Design vga_timing_gen, sky130hd; sources not shown.
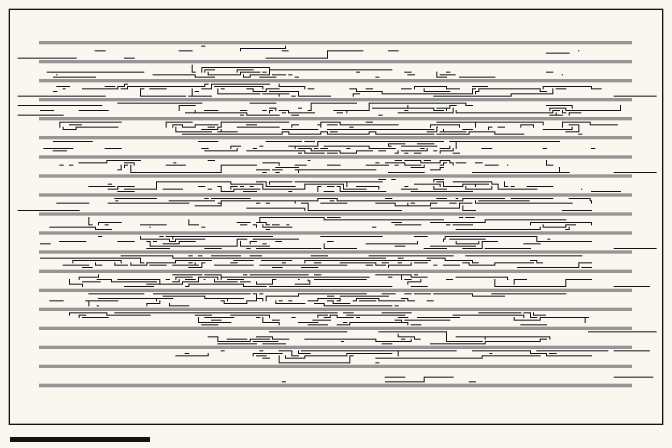
(images/met1.png)
The bar under the picture is 20 microns long. Supply wires on this layer in grey.
The longest straight run is 31.7 microns. The layer holds 54% of the routed length. 256 nets have wire on it. The wires run mostly horizontal.
Vias: 1810
final wirelength: 4740 microns
M1 GR Usage: 30.1%

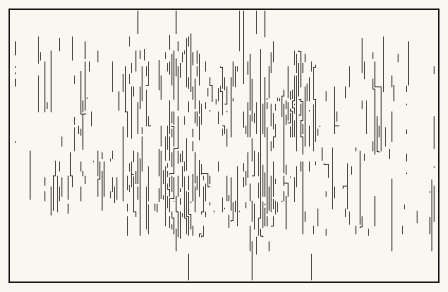
(images/met2.png)
The longest straight run is 36.7 microns. 222 nets have wire on it. The layer carries 1780 microns of wire.
met2 Track Usage GR: 24.8%

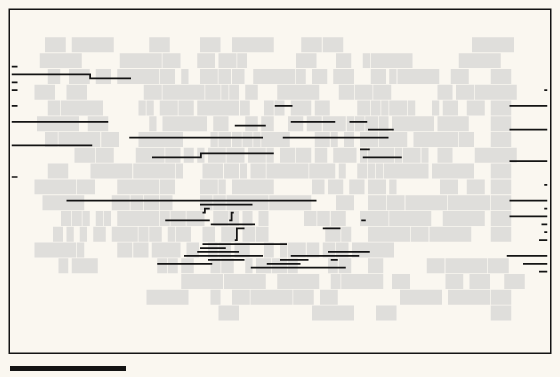
(images/met3.png)
The bar under the picture is 20 microns long. Cells faint in the background.
46 nets have wire on it. The layer carries 367 microns of wire. The wires run mostly horizontal. The layer holds 7.8% of the routed length. The longest straight run is 42.8 microns.
global-route met3 utilization: 5.84%

==> qor.csv <==
stage,metric,value,unit
final_timing,slew_violations,0,
worst_setup_path,worstSetupPathDepth,7,
worst_setup_path,crit_path_cell_trace,"ha_2, nand3_2, nand4bb_1, buf_6, buf_4, or3_1, a21oi_1",
worst_setup_path,crit_arrival,1940,ps
floorplanning,design.die.area,5500,sq um
cells_and_area,final.clkbuf_count,6,
yosys,yosys_most_used_dff,sky130_fd_sc_hd__dfxtp_1,
clock_tree,clock-root-buffer,sky130_fd_sc_hd__clkbuf_8,
yosys,synthDominantAreaCellType,sky130_fd_sc_hd__dfxtp_1,
cells_and_area,comb_area_share,36.4,%
yosys,synth.top_cells.by_area,"sky130_fd_sc_hd__dfxtp_1, sky130_fd_sc_hd__a22o_1, sky130_fd_sc_hd__xnor2_1",
final_timing,setup_ws,99.2,ps
yosys,yosys.stat.seqShare,49.0,%
run_status,run_status,finished clean,
power,p_clk,0.590,mW
grt,vias_in_the_first_global_route,1613,
cells_and_area,design_area,2700,sq um
yosys,post_synth_edffs,0,
clock_tree,tritoncts,built,
worst_setup_path,critical_path_class,reg2reg,
final_timing,totalNegativeSetupSlack,0,ps
power,clock_power_share,33.9,%
cells_and_area,diodes_inserted,0,
worst_setup_path,cp-start-kind,flip-flop,
cells_and_area,final_net_count,276,
final_timing,setup_viol,0,
worst_setup_path,crit_slowest_cell,sky130_fd_sc_hd__dfxtp_2,
power,total_leakage_power,0.981,nW
drt,dr.first_iter.drc_count,171,
cells_and_area,layoutNonFillerInstCount,330,
hold_path,hp-class,reg2reg,
grt,globalRoute.totalOverflow,0,
worst_setup_path,r2r_setup_slack,100,ps
power,p_int,1.34,mW
cells_and_area,seq-cell-share,38.0,%
yosys,yosysWarnings,0,
clock_tree,numCtsBuffers,5,
worst_setup_path,worst-path-max-fanout,12,
final_timing,final_hold_viol_count,0,
grt,largest_net_degree_at_the_start_of_global_routing,16,
yosys,aoi_share,16.1,%
worst_setup_path,largest_stage_delay_worst_path,340,ps
worst_setup_path,worst-r2r-cell-count,7,
drt,ant_nets,0,
final_timing,period_needed,1850,ps
[what timing repair did]
item / in CTS / in global routing
gates resized: 0 / 5
endpoints found under the hold margin: 0 / 0
endpoints found under the setup margin: 0 / 3
buffers inserted: 0 / 0
[cells by family (layout without fill, tap and decap cells)]
logic type | Yosys count | in the layout
flip-flops | 51 | 51
XOR/XNOR | 10 | 10
adder cells (fa/ha/maj) | 4 | 4
AND-OR/OR-AND | 48 | 48
AND/OR/NAND/NOR | 86 | 86
buffers and inverters | 21 | 71
[metal layers]
layer,up-vias,global-route usage [%],routed length (microns)
met5,-,0,0
met3,4,5.84,367
met2,86,24.8,1780
met1,812,30.1,2560
li1,908,-,-
met4,0,3.13,24
Power is estimated from default activity; no workload was simulated.
